==> config.mk <==
export PLATFORM = sky130hd
export DESIGN_NAME = shift_issue
export DESIGN_NICKNAME = d
export VERILOG_FILES = /design/src/rtl/shift_issue.sv
export SDC_FILE = /design/constraint.sdc
export NUM_CORES = 1
export LEC_CHECK = 0
export CAP_MARGIN = 20
export CELL_PAD_IN_SITES_DETAIL_PLACEMENT = 1
export CELL_PAD_IN_SITES_GLOBAL_PLACEMENT = 2
export CORE_ASPECT_RATIO = 0.5
export CORE_MARGIN = 4
export CORE_UTILIZATION = 35
export DETAILED_ROUTE_END_ITERATION = 7
export DONT_BUFFER_PORTS = 1
export HOLD_SLACK_MARGIN = 0.02
export PLACE_DENSITY = 0.73
export SLEW_MARGIN = 10
export SYNTH_ARGS = -nofsm -noshare
export SYNTH_HDL_FRONTEND = slang
export SYNTH_SLANG_ARGS = --single-unit
==> constraint.sdc <==
create_clock -name clk -period 1.6 [get_ports clk]
set_input_delay 0.32 -clock clk [delete_from_list [all_inputs] [get_ports clk]]
set_output_delay 0.32 -clock clk [all_outputs]
set_load 0.05 [all_outputs]
==> src/rtl/shift_issue.sv <==
// shift_issue: issue register for a 5-stage rotate chain (16/8/4/2/1).
// It registers the operand, direction and per-stage enables with a
// valid/ready handshake on both sides. It also counts completed output
// handshakes in a saturating counter.
// Optional build macro: SHIFT_ISSUE_SKID_EN compiles in a one-entry skid
// buffer, which makes in_ready a registered signal.
module shift_issue #(
    parameter int DATA_W = 32,
    parameter int AMT_W  = 5
) (
    input  logic              clk,
    input  logic              rst,
    input  logic              in_valid,
    output logic              in_ready,
    input  logic [DATA_W-1:0] in_data,
    input  logic [AMT_W-1:0]  in_amt,
    input  logic              in_dir,
    output logic              out_valid,
    input  logic              out_ready,
    output logic [DATA_W-1:0] data_out,
    output logic              dir,
    output logic [AMT_W-1:0]  ena,
    output logic [15:0]       issue_cnt
);

    logic              accept;
    logic              drain;
    logic              out_free;
    logic              out_load;
    logic              out_valid_nxt;
    logic [DATA_W-1:0] load_data;
    logic [AMT_W-1:0]  load_amt;
    logic              load_dir;

    assign accept   = in_valid && in_ready;
    assign drain    = out_valid && out_ready;
    assign out_free = !out_valid || out_ready;

`ifdef SHIFT_ISSUE_SKID_EN
    logic              skid_valid;
    logic [DATA_W-1:0] skid_data;
    logic [AMT_W-1:0]  skid_amt;
    logic              skid_dir;
    logic              skid_load;
    logic              skid_clear;
    logic              skid_valid_nxt;
    logic              rdy_q;

    // The registered ready is gated by rst so that it reads low during reset.
    // Its reset value of 1 still allows an accept on the first edge after release.
    assign in_ready = rdy_q && !rst;

    // The skid entry drains into the output first, which keeps acceptance order.
    // A new request fills the skid entry only when the output is stalled.
    always_comb begin
        out_load   = 1'b0;
        skid_load  = 1'b0;
        skid_clear = 1'b0;
        load_data  = in_data;
        load_amt   = in_amt;
        load_dir   = in_dir;
        if (out_free) begin
            if (skid_valid) begin
                out_load   = 1'b1;
                skid_clear = 1'b1;
                load_data  = skid_data;
                load_amt   = skid_amt;
                load_dir   = skid_dir;
            end else if (accept) begin
                out_load = 1'b1;
            end
        end else if (accept) begin
            skid_load = 1'b1;
        end
        skid_valid_nxt = skid_load ? 1'b1 : (skid_clear ? 1'b0 : skid_valid);
    end

    // Skid entry storage and registered ready (high while the entry is empty)
    always_ff @(posedge clk or posedge rst) begin
        if (rst) begin
            skid_valid <= 1'b0;
            skid_data  <= '0;
            skid_amt   <= '0;
            skid_dir   <= 1'b0;
            rdy_q      <= 1'b1;
        end else begin
            skid_valid <= skid_valid_nxt;
            rdy_q      <= !skid_valid_nxt;
            if (skid_load) begin
                skid_data <= in_data;
                skid_amt  <= in_amt;
                skid_dir  <= in_dir;
            end
        end
    end
`else
    // Without a skid entry, a request is accepted only when the output
    // register is empty or is draining in the same cycle.
    assign in_ready = !rst && out_free;

    // The output loads directly from the input on every accept
    always_comb begin
        out_load  = accept;
        load_data = in_data;
        load_amt  = in_amt;
        load_dir  = in_dir;
    end
`endif

    // The output valid flag is set by a load and cleared by a drain that has no reload
    always_comb begin
        out_valid_nxt = out_valid;
        if (out_load) begin
            out_valid_nxt = 1'b1;
        end else if (drain) begin
            out_valid_nxt = 1'b0;
        end
    end

    // Output register: operand, direction and stage enables (ena = amount)
    always_ff @(posedge clk or posedge rst) begin
        if (rst) begin
            out_valid <= 1'b0;
            data_out  <= '0;
            dir       <= 1'b0;
            ena       <= '0;
        end else begin
            out_valid <= out_valid_nxt;
            if (out_load) begin
                data_out <= load_data;
                dir      <= load_dir;
                ena      <= load_amt;
            end
        end
    end

    // Saturating count of completed output handshakes
    always_ff @(posedge clk or posedge rst) begin
        if (rst) begin
            issue_cnt <= '0;
        end else if (drain && (issue_cnt != '1)) begin
            issue_cnt <= issue_cnt + 16'd1;
        end
    end

endmodule

**Signal wires by layer**

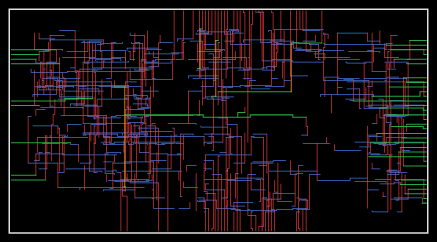
Key: M1 = blue [wire length 2050 um]; M2 = red [wire length 2660 um]; M4 = orange [wire length 71.4 um]; M3 = green [wire length 465 um]
Routed WL: 5.240 mm
routed vias: 1392
gr usage total: 13.50%

**Metal 2**

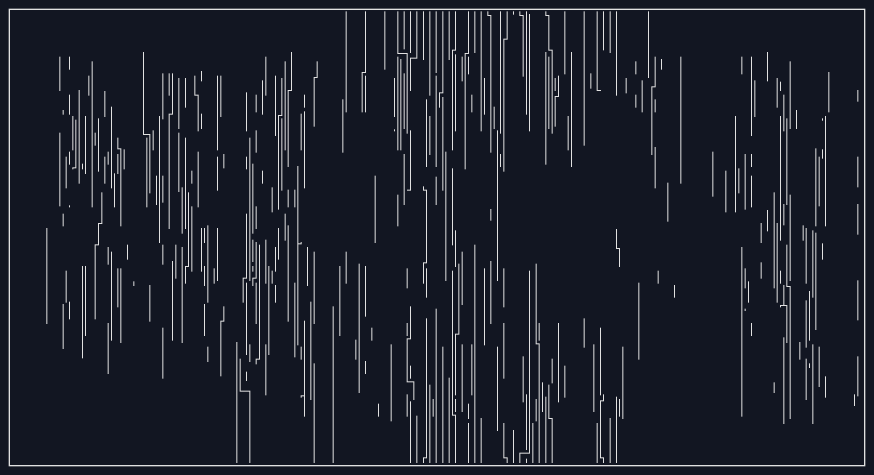
The layer carries 2660 um of wire. The layer holds 51% of the routed length. The wires run mostly vertical. 221 nets have wire on it.

==> qor.txt <==
die area - 7943 um2
Leak Pwr - 1.290 nW
Post-synth ARST share - 100.0%
ys cells - 158
Post-Synth AOI/OAI Area - 1.977%
Power per Cell Area - 1504 nW/um2
Die Wd - 122.1 um
OpenROAD warnings - 27
Hold Crit Depth - 1
Sw Ratio - 41.28%
WL/cell - 18.92 um
ys flop type - dfrtp_1
reg2reg path depth - 6
Die Ht - 65.05 um
Post-synth EDFFs - 0
Mapped Cells - 158
utilization after layout - 47.33%
min-delay src - in_amt[1]
vias in the first global route - 1607
DRC Markers - 0
area added between synthesis and finish - 28.39%
Hold Slack - 167.5 ps
Post-DP Area - 2748 um2
Peak VDD IR - 0.8998 mV
FF-to-FF Start - issue_cnt[1]
std cell rows - 20
critical path type - reg2reg
CP startpoint kind - flip-flop
DP HPWL - 4.067 mm
Max Root-Sink Buffers - 2
worst-margin pin slew - 493.0 ps
average footprint of a synthesized cell - 14.42 um2
PortBufs - 0
TritonCTS clock tree - yes
CP Data Required Time - 1770 ps
Final Hold Vio Count - 0
crit path DAT - 1670 ps
combinational share of power - 18.8%
Reg2Reg Setup Slack - 100 ps
DRT antenna net count - 0
Clock transition at path regs - 70 ps
part of the power in registers - 56.4%
unique cell type count in the Yosys netlist - 35
area reported by Yosys stat - 2278 um2
Tmin final - 1496 ps
share of cells above drive strength 1 - 60.32%
MaxCap Viol Count - 0
outcome - complete, no violations
**Selected gate families**

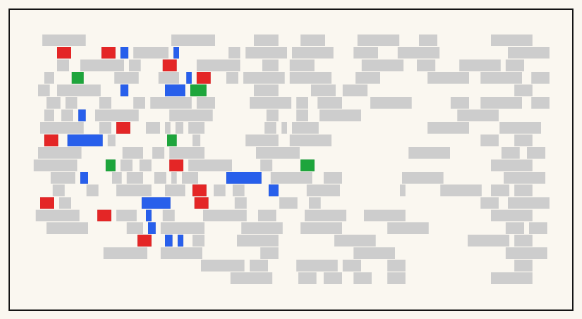
Key: and/or cells = green [cells 5]; nand cells = blue [cells 15, most used nand3_1]; xor and xnor cells = red [cells 12, most used xor2_1]
Comb/total area: 34.86%
Commonest Layout Cell: dfrtp_1

[placed cells by master, fill, tap and decap left out, types with 2 or more instances in the layout]
cell / netlist / routed
dfrtp_1: 55 / 38
mux2_2: 38 / 29
buf_4: 1 / 24
dfrtp_2: 0 / 17
xor2_1: 12 / 12
mux2_4: 1 / 10
nand3_1: 7 / 6
clkbuf_16: 0 / 5
nand2_1: 4 / 4
nor3_2: 1 / 4
nor4_4: 1 / 3
nor4_2: 1 / 3
nand4_4: 1 / 2
nor2_1: 2 / 2
o21ai_0: 2 / 2
clkinvlp_4: 0 / 2
buf_12: 0 / 2
[cell families after synthesis]
family,after synthesis
flops,55
fa+ha+maj,1
mux,39
xor+xnor,12
compound gates,7
simple gates,37
buf+inv,7
[critical path, delay by kind of cell, from the launching register on]
family        cells  cell delay (ps)
simple gates      3              460
flops             1              400
buf+inv           1              200
fa+ha+maj         1              170
xor+xnor          1              150
[power groups by stage]
stage	clock [W]	combinational, W	sequential (W)
final	0.00109	0.000826	0.00248
after global routing	0.00120	0.000891	0.00252
after CTS	0.00114	0.000843	0.00249
after detailed placement	0	0.000840	0.00252
after global placement	0	0.000810	0.00251
after floorplan	0	0.000395	0.00270
[per-stage QoR]
step           total power (W)  setup TNS [ps]  cells  worst slack (ps)
4_1_cts               0.004474               0    277             59.20
3_3_place_gp          0.003318               0    268             108.8
6_report              0.004401               0    277             104.3
2_1_floorplan         0.003098           -8000    158            -233.6
3_5_place_dp          0.003359               0    268             82.67
5_1_grt               0.004608               0    277             1.781
[layout make-up]
| cell class | count | area, um2 |
|---|---|---|
| multi-input cells | 96 | 1020 |
| well taps | 88 | 110.1 |
| fillers | 633 | 3256 |
| clock inverters | 2 | 16.27 |
| clock buffers | 6 | 128.9 |
| flip-flops and latches | 55 | 1398 |
| inverters | 2 | 11.26 |
| repair buffers | 28 | 241.5 |
[per-layer routing]
| metal | vias up | GRT usage (%) |
|---|---|---|
| li1 | 622 | - |
| met1 | 708 | 13.99 |
| met2 | 53 | 25.07 |
| met3 | 9 | 5.405 |
| met4 | 0 | 4.463 |
| met5 | - | 0 |
[worst max-delay path by stage]
stage	start	endpoint
6_report	issue_cnt[1]	issue_cnt[3]
3_5_place_dp	issue_cnt[9]	issue_cnt[5]
4_1_cts	issue_cnt[10]	issue_cnt[13]
5_1_grt	issue_cnt[10]	issue_cnt[13]
3_3_place_gp	issue_cnt[10]	issue_cnt[13]
2_1_floorplan	out_valid	data_out[0]
[registers in the layout, indices dropped and copies added, names as in the netlist]
name and count:
data_out 32, dir 1, ena 5, issue_cnt 16, out_valid 1
[timing repair]
| item | 4_1_cts | 5_1_grt |
|---|---|---|
| resized | 0 | 5 |
| endpoints found under the hold margin | 16 | 0 |
| setup endpoints to repair | 0 | 6 |
| hold buffers | 1 | 0 |
Power and IR drop assume default switching activity.
